<file path="config.mk">
export PLATFORM = sky130hd
export DESIGN_NAME = obstacle_spawner
export DESIGN_NICKNAME = d
export VERILOG_FILES = /design/src/rtl/obstacle_spawner_pkg.sv /design/src/rtl/obstacle_row_gen.sv /design/src/rtl/obstacle_spawner.sv
export SDC_FILE = /design/constraint.sdc
export NUM_CORES = 1
export LEC_CHECK = 0
export CORE_AREA = 8 8 91 93
export DETAILED_ROUTE_END_ITERATION = 8
export DIE_AREA = 0 0 99 101
export GPL_TIMING_DRIVEN = 0
export HOLD_SLACK_MARGIN = 0.02
export PLACE_DENSITY = 0.87
export RECOVER_POWER = 100
export SYNTH_ARGS = -nofsm -noshare
export SYNTH_HDL_FRONTEND = slang
export SYNTH_SLANG_ARGS = --single-unit
export TNS_END_PERCENT = 10
</file>
<file path="constraint.sdc">
create_clock -name clk -period 3 [get_ports clk]
set_clock_uncertainty 0.05 [all_clocks]
set_input_delay 0.45 -clock clk [delete_from_list [all_inputs] [get_ports clk]]
set_output_delay 0.45 -clock clk [all_outputs]
set_load 0.05 [all_outputs]
</file>
<file path="src/rtl/obstacle_spawner_pkg.sv">
// Shared game definitions for the obstacle track: lane geometry, row packing and
// the spawner state encoding used by the renderer and collision logic alike.
package obstacle_spawner_pkg;

   localparam int NUM_LANES  = 3;
   localparam int LANE_W     = NUM_LANES;
   localparam int ROW_STRIDE = NUM_LANES;   // track row r lives at [ROW_STRIDE*r +: LANE_W]
   localparam int RND_W      = 20;
   localparam int CNT_W      = 16;

   typedef logic [LANE_W-1:0] lane_mask_t;

   localparam lane_mask_t LANE_NONE = 3'b000;
   localparam lane_mask_t LANE_ALL  = 3'b111;

   typedef enum logic [1:0] {
      IDLE   = 2'd0,
      WARMUP = 2'd1,
      RUN    = 2'd2
   } state_t;

endpackage

</file>
<file path="src/rtl/obstacle_row_gen.sv">
// Maps the effective random word to a passable, non-empty obstacle row and the
// number of empty rows that must follow it.
module obstacle_row_gen
   import obstacle_spawner_pkg::*;
#(
   parameter int MIN_GAP = 2,
   parameter int MAX_GAP = 5,
   parameter int GAP_W   = 3
) (
   input  logic [7:0]       e_low,
   output lane_mask_t       pattern,
   output logic [GAP_W-1:0] gap
);

   localparam int GAP_SPAN = MAX_GAP - MIN_GAP + 1;

   logic [1:0] lane_sel_s;
   lane_mask_t raw_s;
   lane_mask_t one_hot_s;

   // Lane fixups for full/empty patterns and the bounded gap length.
   always_comb begin
      raw_s      = e_low[2:0];
      lane_sel_s = (e_low[4:3] == 2'd3) ? 2'd0 : e_low[4:3];
      one_hot_s  = lane_mask_t'(3'b001 << lane_sel_s);
      case (raw_s)
         LANE_ALL:  pattern = LANE_ALL ^ one_hot_s;
         LANE_NONE: pattern = one_hot_s;
         default:   pattern = raw_s;
      endcase
      gap = GAP_W'(MIN_GAP + (int'(e_low[7:5]) % GAP_SPAN));
   end

endmodule

</file>
<file path="src/rtl/obstacle_spawner.sv">
// Scrolling obstacle track for the 3-lane runner: shifts one row per game step
// and inserts either an enforced gap row or a random passable obstacle row.
module obstacle_spawner
   import obstacle_spawner_pkg::*;
#(
   parameter int DEPTH       = 8,
   parameter int WARMUP_ROWS = 4,
   parameter int MIN_GAP     = 2,
   parameter int MAX_GAP     = 5
) (
   input  logic                      clk,
   input  logic                      rst,
   input  logic                      game_active,
   input  logic                      step,
   input  logic [RND_W-1:0]          random_number,
   output logic [ROW_STRIDE*DEPTH-1:0] track,
   output logic [LANE_W-1:0]         near_row,
   output logic                      spawn_pulse,
   output logic                      row_passed,
   output logic [CNT_W-1:0]          rows_spawned
);

   localparam int TRACK_W = ROW_STRIDE * DEPTH;
   localparam int GAP_W   = $clog2(MAX_GAP + 2);
   localparam int WARM_W  = $clog2(WARMUP_ROWS + 2);

   state_t               state_r, state_s;
   logic [TRACK_W-1:0]   track_r, track_s;
   logic                 spawn_r, spawn_s;
   logic                 passed_r, passed_s;
   logic [CNT_W-1:0]     cnt_r, cnt_s;
   logic [GAP_W-1:0]     gap_cnt_r, gap_cnt_s;
   logic [WARM_W-1:0]    warm_cnt_r, warm_cnt_s;
   logic [RND_W-1:0]     rnd_used_r, rnd_used_s;
   logic [RND_W-1:0]     e_s;
   lane_mask_t           gen_pattern_s;
   logic [GAP_W-1:0]     gen_gap_s;

   // A repeated LFSR word is perturbed by the spawn count so stalls still vary the track.
   assign e_s = (random_number != rnd_used_r) ? random_number
                                              : (random_number ^ {4'b0000, cnt_r});

   obstacle_row_gen #(
      .MIN_GAP (MIN_GAP),
      .MAX_GAP (MAX_GAP),
      .GAP_W   (GAP_W)
   ) u_row_gen (
      .e_low   (e_s[7:0]),
      .pattern (gen_pattern_s),
      .gap     (gen_gap_s)
   );

   // Next-state, track shift and counter update logic.
   always_comb begin
      state_s    = state_r;
      track_s    = track_r;
      spawn_s    = 1'b0;
      passed_s   = 1'b0;
      cnt_s      = cnt_r;
      gap_cnt_s  = gap_cnt_r;
      warm_cnt_s = warm_cnt_r;
      rnd_used_s = rnd_used_r;
      case (state_r)
         IDLE: begin
            track_s = {TRACK_W{1'b0}};
            cnt_s   = {CNT_W{1'b0}};
            if (game_active) begin
               state_s    = WARMUP;
               warm_cnt_s = WARM_W'(WARMUP_ROWS);
            end else begin
               state_s = IDLE;
            end
         end
         WARMUP: begin
            if (!game_active) begin
               state_s = IDLE;
               track_s = {TRACK_W{1'b0}};
               cnt_s   = {CNT_W{1'b0}};
            end else if (step) begin
               track_s    = {LANE_NONE, track_r[TRACK_W-1:ROW_STRIDE]};
               passed_s   = (track_r[LANE_W-1:0] != LANE_NONE);
               warm_cnt_s = warm_cnt_r - WARM_W'(1);
               if (warm_cnt_r == WARM_W'(1)) begin
                  state_s   = RUN;
                  gap_cnt_s = {GAP_W{1'b0}};
               end else begin
                  state_s = WARMUP;
               end
            end else begin
               state_s = WARMUP;
            end
         end
         RUN: begin
            if (!game_active) begin
               state_s = IDLE;
               track_s = {TRACK_W{1'b0}};
               cnt_s   = {CNT_W{1'b0}};
            end else if (step) begin
               passed_s = (track_r[LANE_W-1:0] != LANE_NONE);
               if (gap_cnt_r != {GAP_W{1'b0}}) begin
                  track_s   = {LANE_NONE, track_r[TRACK_W-1:ROW_STRIDE]};
                  gap_cnt_s = gap_cnt_r - GAP_W'(1);
               end else begin
                  track_s    = {gen_pattern_s, track_r[TRACK_W-1:ROW_STRIDE]};
                  spawn_s    = 1'b1;
                  cnt_s      = cnt_r + 16'd1;
                  gap_cnt_s  = gen_gap_s;
                  rnd_used_s = random_number;
               end
            end else begin
               state_s = RUN;
            end
         end
         default: begin
            state_s = IDLE;
            track_s = {TRACK_W{1'b0}};
            cnt_s   = {CNT_W{1'b0}};
         end
      endcase
   end

   // State and output registers with synchronous reset.
   always_ff @(posedge clk) begin
      if (rst) begin
         state_r    <= IDLE;
         track_r    <= {TRACK_W{1'b0}};
         spawn_r    <= 1'b0;
         passed_r   <= 1'b0;
         cnt_r      <= {CNT_W{1'b0}};
         gap_cnt_r  <= {GAP_W{1'b0}};
         warm_cnt_r <= {WARM_W{1'b0}};
         rnd_used_r <= {RND_W{1'b0}};
      end else begin
         state_r    <= state_s;
         track_r    <= track_s;
         spawn_r    <= spawn_s;
         passed_r   <= passed_s;
         cnt_r      <= cnt_s;
         gap_cnt_r  <= gap_cnt_s;
         warm_cnt_r <= warm_cnt_s;
         rnd_used_r <= rnd_used_s;
      end
   end

   assign track        = track_r;
   assign near_row     = track_r[LANE_W-1:0];
   assign spawn_pulse  = spawn_r;
   assign row_passed   = passed_r;
   assign rows_spawned = cnt_r;

endmodule

</file>
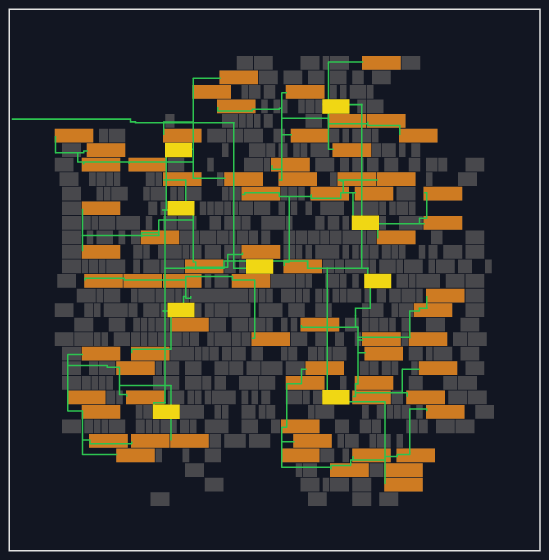
(run_1/clk_routes.png)
[clock wires] green | length: 865 um
[flip-flops] orange | count: 70
[clock drivers] yellow | count: 9
routed clock nets: 10
Late-Pin Clk Latency: 0.35 ns
clock power share: 0.422
Clock group: 0.000780 W

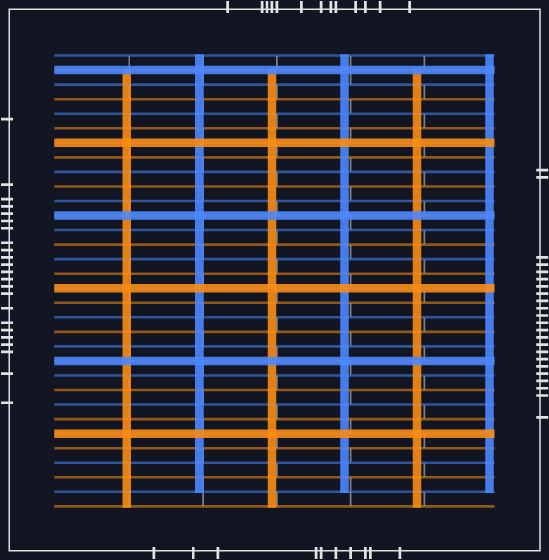
(run_1/power_grid.png)
Pins as bars on the die edge. Tap cells in gray.
[VDD] blue
[VSS] orange
rows: 31
met1 rails: 32
maximum VDD drop: 271 uV
core area: 6940 um2
die width: 99 um

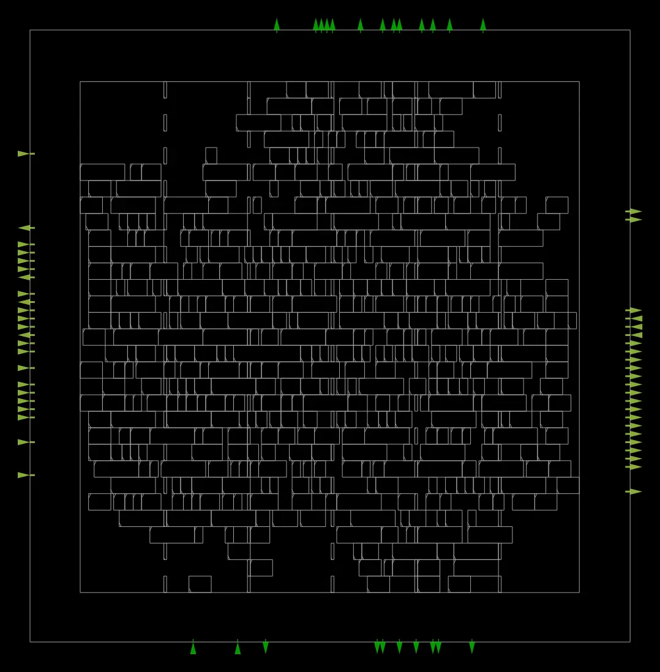
(run_1/placement.png)
flop count: 70
tally of filler cells in the layout: 580

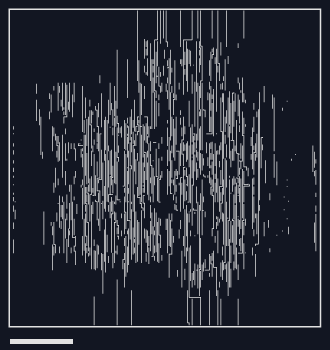
(run_1/layer_met2.png)
The bar under the picture is 20 um long.
longest straight run: 43.0 um
share of all routed wire: 50%
wire length on this layer: 4,490 um

==> run 1: layout make-up <==
| cell class | count | area share |
|---|---|---|
| Multi-Input combinational cell | 312 | 0.420 |
| Sequential cell | 70 | 0.316 |
| Timing Repair Buffer | 72 | 0.160 |
| Clock buffer | 13 | 0.0358 |
| Tap cell | 82 | 0.0231 |
| Buffer | 19 | 0.0186 |
| Inverter | 21 | 0.0178 |
| Clock inverter | 3 | 0.00959 |
==> run 1: state kept, by name, indices dropped and copies added (netlist names) <==
signal,flops
warm_cnt_r,3
track,24
rows_spawned,16
gap_cnt_r,3
spawn_pulse,1
rnd_used_r,20
row_passed,1
state_r,2
==> run 1: worst paths after layout <==
kind,start,to,slack (ns),cells past startpoint
max,random_number[2],track[23],0.15,12
max reg2reg,rnd_used_r[19],track[23],0.40,11
min,rnd_used_r[13],rnd_used_r[13],0.42,2
min reg2reg,rnd_used_r[13],rnd_used_r[13],0.42,2
==> run 1: per-stage QoR <==
stage | utilization | std cells | instance area (um2) | power (W)
after floorplan | - | 422 | 3390 | 0.00102
final | 0.639 | 592 | 4440 | 0.00185
after global placement | 0.600 | 571 | 4170 | 0.00108
after detailed placement | 0.600 | 571 | 4170 | 0.00108
after CTS | 0.629 | 587 | 4370 | 0.00185
after global routing | 0.639 | 592 | 4440 | 0.00191
==> run 1: kinds of logic after synthesis <==
logic type | Yosys count | share of synthesized area
and+or+nand+nor | 179 | 0.247
DFF | 70 | 0.413
muxes | 2 | 0.00590
adders and majority gates | 11 | 0.0405
AOI/OAI and AO/OA | 83 | 0.151
xor gates and xnor gates | 37 | 0.0955
buffers and inverters | 40 | 0.0476
==> run 1: placed cells by master, fill, tap and decap left out, types with 2 or more instances in the layout <==
master and count:
dfxtp_1 70, nand2_1 61, nor2_1 55, dlygate4sd3_1 45, a21oi_1 42, xor2_1 30, clkdlybuf4s50_1 22, inv_1 21
clkbuf_1 18, a22oi_1 12, ha_1 11, clkbuf_8 11, nand3_1 10, nor2b_1 9, o21ai_0 8, buf_4 8
nor3_1 7, xnor2_1 7, nor4_2 5, and3_1 5, nor4_1 5, nand4_1 3, or3_1 3, and2_1 2
o21ai_1 2, or3_4 2, a311oi_1 2, o21a_1 2, mux2i_1 2, nand2b_1 2, a22o_1 2
==> run 1: timing repair <==
action,CTS,global route
gates resized,0,5
setup endpoints to repair,0,3
setup buffers,0,5
hold endpoints to repair,0,0
==> run 1: power by group through the flow <==
stage / logic, W / clock network, W / registers, W
final: 0.000134 / 0.000780 / 0.000934
after detailed placement: 0.000128 / 0 / 0.000955
after global placement: 0.000125 / 0 / 0.000955
after global routing: 0.000145 / 0.000830 / 0.000934
after CTS: 0.000129 / 0.000785 / 0.000934
after floorplan: 0.0000691 / 0 / 0.000955
==> run 1: worst max-delay path: stages <==
cell,delay (ns)
clkdlybuf4s50_1,0.51
xor2_1,0.20
nor4_2,0.30
nand3_2,0.19
nor2_1,0.18
nand2_1,0.08
xor2_1,0.21
ha_1,0.20
inv_1,0.04
o311a_1,0.34
o221a_1,0.24
nor3_2,0.13
==> flow_metrics.tcl, run 1 <==
# place-and-route summary
set metrics [dict create \
    via_per_inst 5.52 \
    p_switching_w 0.000431 \
    drtPass1Iterations 5 \
    gr-usage-met2 0.315 \
    antenna_found_initial 0 \
    finalHoldViolCount 0 \
    fin_crit_ns 2.85 \
    slew_headroom 0.556 \
    crit_arrival_ns 3.08 \
    p_seq_frac 0.506 \
    warnings 32 \
    cp.required_ns 3.23 \
    regArea_um2 1400 \
    fin_ws_ns 0.151 \
    drive_gt1_frac 0.0706 \
    wl_met3_um 665 \
    clk_path_buf_depth 2 \
    grt_usage 0.181 \
    cts_tree "yes" \
    outcome "finished, final reports clean" \
    htreeDepth 3 \
    cts_buffers 9 \
    powerDensity_nw_per_um2 416 \
    synth.area.top_cells "dfxtp_1 41%, xor2_1 7.7%, nand2_1 6.7%" \
    wl_per_cell_um 15.3 \
    ctsHoldBuffers 0 \
    drc 0 \
    yosysWarnings 0 \
    finalCritPeriodShare 0.950 \
    synthArstFlopShare 0 \
    holdWs_ns 0.419 \
    grt_pass1_vias 3142 \
    ios 69 \
    ys_area_um2 3390 \
    yosysSeqAreaShare 0.413 \
    min-delay-path-class "reg2reg" \
    top_layer "met4" \
    logic_area_um2 1860 \
    ff_type "dfxtp_1" \
    syn_to_final_growth_pct 30.7 \
    p_sw_frac 0.233 \
    ys_ff 70 \
    setup_viol 0 \
    routed_wl_um 9040 \
    io_buffer_count 67 \
    grt.busiest_layer "met2" \
    wl_met2_um 4490 \
    final-max-slew-violation-count 0 \
    yosys_cells 422 \
    synthTopCellsByCount "70 x dfxtp_1, 61 x nand2_1, 55 x nor2_1" \
    layout.nets 540 \
    cts_root_buf "clkbuf_8" \
    synth_cells 422 \
    die_area_um2 10000 \
    ant_nets 0 \
    wl_met1_um 3670 \
    gp_congestion 0.886 \
    vias 3266 \
    top_area_frac 0.413 \
    maxCapViolCount 0 \
    synth.most_common_cell "dfxtp_1" \
    rows 31 \
    preCtsSetupSlack_ns -0.349 \
    hpwl_um 6710 \
    num_antenna_cells 0 \
    path_clk_slew_ns 0.07 \
    overflow 0 \
    worstMarginPinSlew_ns 0.662 \
    largest_area_cell "dfxtp_1" \
    critical_path_class "in2reg" \
    fp_nets 457 \
    cp-start-kind "primary input" \
    syn-mean-instance-area_um2 8.04 \
    initCoreUtil 0.489 \
    first_iter_violations 212 \
    edf_count 0 \
    clock.fmax_mhz 351 \
]
==> run_1/placement_by_type.png <==
The bar under the picture is 20 um long. Fill, decap, tap and diode cells in gray.
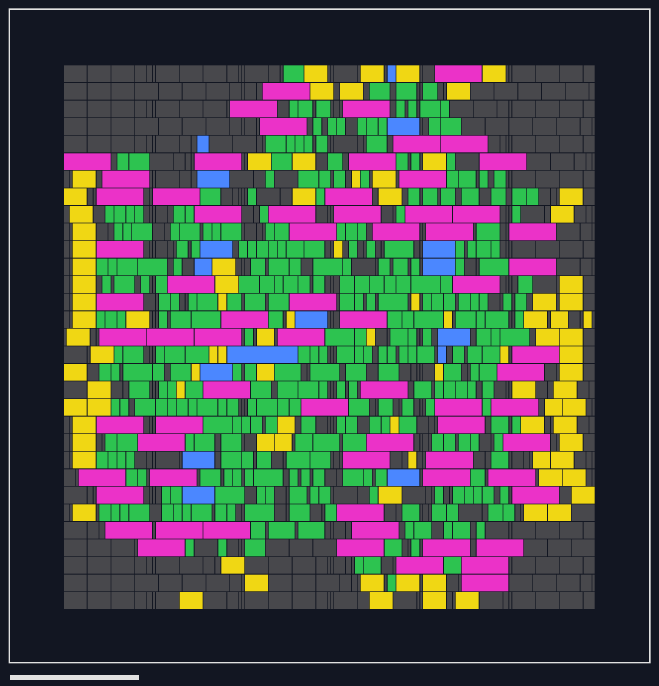

==> run 2: changes to the inputs <==
Settings changed: PLACE_DENSITY 0.87 to 0.82.
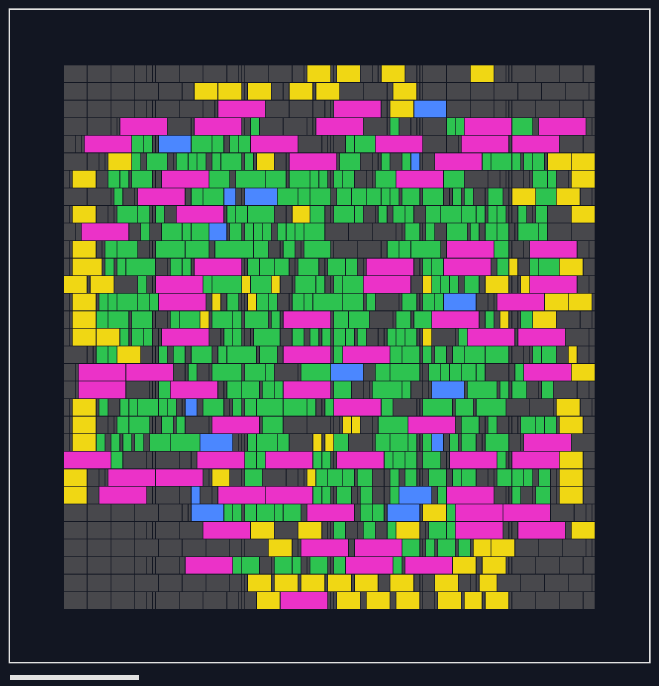
(run_2/placement_by_type.png)
The bar under the picture is 20 um long. Fill, decap, tap and diode cells in gray.
[clock drivers and dummy loads] blue | cells: 16 | share of their area: 3.9%
[combinational and other logic] green | cells: 333 | share of their area: 45%
[flops] magenta | cells: 70 | share of their area: 33%
[other buffers and delay cells] yellow | cells: 89 | share of their area: 18%
final instance area: 4400 um2
sequential cell area share: 0.319
Core Util, Final: 0.633
Rows: 31

==> run 2 against run 1 <==
  * Non-clock buffer count is 2 lower
  * Combinational power hardly changed
  * First-iteration DRC count down 37%
  * Synthesized cell count is the same
  * Die area unchanged
  * Clock power down 14%
  * Sequential share of layout area increased by 0.28 points
  * Maximum frequency grew 0.41%
==> flow_metrics.tcl, run 2 <==
# place-and-route summary
set metrics [dict create \
    outcome "finished, final reports clean" \
    crit_arrival_ns 3.07 \
    insertion_delay_ns 0.35 \
    final-max-slew-violation-count 0 \
    hpwl_um 6430 \
    num_antenna_cells 0 \
    overflow 0 \
    syn-mean-instance-area_um2 8.04 \
    antenna_found_initial 0 \
    clock.fmax_mhz 352 \
    synth.most_common_cell "dfxtp_1" \
    synthTopCellsByCount "70 x dfxtp_1, 61 x nand2_1, 55 x nor2_1" \
    yosysSeqAreaShare 0.413 \
    min-delay-path-class "reg2reg" \
    htreeDepth 3 \
    drc 0 \
    rr_worst_depth 7 \
    finalHoldViolCount 0 \
    fin_crit_ns 2.84 \
    syn_to_final_growth_pct 29.6 \
    top_area_frac 0.413 \
    hold_depth 2 \
    coreArea_um2 6940 \
    p_switching_w 0.000434 \
    report.power.total_w 0.00174 \
    preCtsSetupSlack_ns -0.334 \
    worstMarginPinSlew_ns 0.971 \
    clk_path_buf_depth 2 \
    via_per_inst 5.46 \
    cts_root_buf "clkbuf_8" \
    drive_gt1_frac 0.0689 \
    layout.nets 538 \
    cp-start-kind "primary input" \
    ios 69 \
    cts_buffers 9 \
    ant_nets 0 \
]
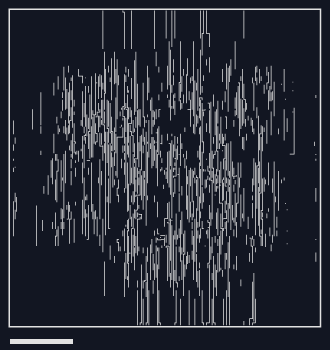
(run_2/layer_met2.png)
The bar under the picture is 20 um long.
main direction: vertical
nets with wire on the layer: 464
longest straight run: 33.0 um
DRT Wirelength: 8590 um
DR vias: 3,219

==> run 2: cell counts after synthesis <==
No cell type changed its count.
==> run 2: logic make-up (layout without fill, tap and decap cells) <==
logic type      Yosys count  in the layout  share of synthesized area
simple gates            179            179                      0.247
fa+ha+maj                11             11                     0.0405
xor+xnor                 37             37                     0.0955
mux                       2              2                    0.00590
buf+inv                  40            126                     0.0476
flops                    70             70                      0.413
compound gates           83             83                      0.151
==> run 2: metal layers <==
| metal | vias up | part of all wire | global-route usage |
|---|---|---|---|
| met4 | 0 | 0.017 | 0.0779 |
| met1 | 1519 | 0.43 | 0.200 |
| met5 | - | 0 | 0 |
| li1 | 1586 | - | - |
| met2 | 101 | 0.49 | 0.304 |
| met3 | 13 | 0.060 | 0.0552 |
==> run 2: final cells by class <==
cell class	count	area (um2)	share of cell area
clock inverter	4	22.5	0.00512
clock buffer	12	145	0.0330
tap	82	103	0.0233
multi-input combinational	312	1870	0.425
inverter	21	78.8	0.0179
timing repair buffer	70	696	0.158
sequential	70	1400	0.319
buffer	19	82.6	0.0188
==> run 2: final timing paths <==
| kind | start | to |
|---|---|---|
| setup / recovery | random_number[5] | track[23] |
| hold / removal | rnd_used_r[7] | rnd_used_r[7] |
| setup reg to reg | state_r[1] | rows_spawned[3] |
| hold reg to reg | rnd_used_r[7] | rnd_used_r[7] |
==> run 2: power by group through the flow <==
stage | registers (W) | logic [W] | clock network, W
2_1_floorplan | 0.000955 | 0.0000691 | 0
3_3_place_gp | 0.000955 | 0.000125 | 0
3_5_place_dp | 0.000955 | 0.000128 | 0
4_1_cts | 0.000934 | 0.000129 | 0.000683
5_1_grt | 0.000934 | 0.000146 | 0.000719
6_report | 0.000934 | 0.000134 | 0.000673
==> run 2: critical path, cell delays in order <==
cell	delay [ns]
clkdlybuf4s50_1	0.47
xor2_1	0.18
nor4_2	0.37
nand2_1	0.18
nor2_1	0.15
nand2_1	0.10
xor2_1	0.17
inv_1	0.06
ha_1	0.16
inv_1	0.04
o311a_1	0.35
o221a_1	0.24
nor3_2	0.13
==> run 2: through the flow <==
| stage | setup TNS, ns | std cells | hold WS [ns] | area [um2] | utilization |
|---|---|---|---|---|---|
| global route | -0.00932 | 590 | 0.437 | 4400 | 0.633 |
| floorplan | 0 | 422 | 0.398 | 3390 | - |
| detailed placement | -0.806 | 571 | 0.412 | 4170 | 0.600 |
| CTS | 0 | 587 | 0.421 | 4340 | 0.625 |
| finish | 0 | 590 | 0.420 | 4400 | 0.633 |
| global placement | -0.592 | 571 | 0.403 | 4170 | 0.600 |
==> run 2: what timing repair did <==
action / 4_1_cts / 5_1_grt
resized: 1 / 6
endpoints found under the setup margin: 1 / 3
pin swaps: 0 / 4
hold buffers: 0 / 0
setup buffers: 0 / 3
cloned: 0 / 0
Power is estimated from default activity; no workload was simulated.
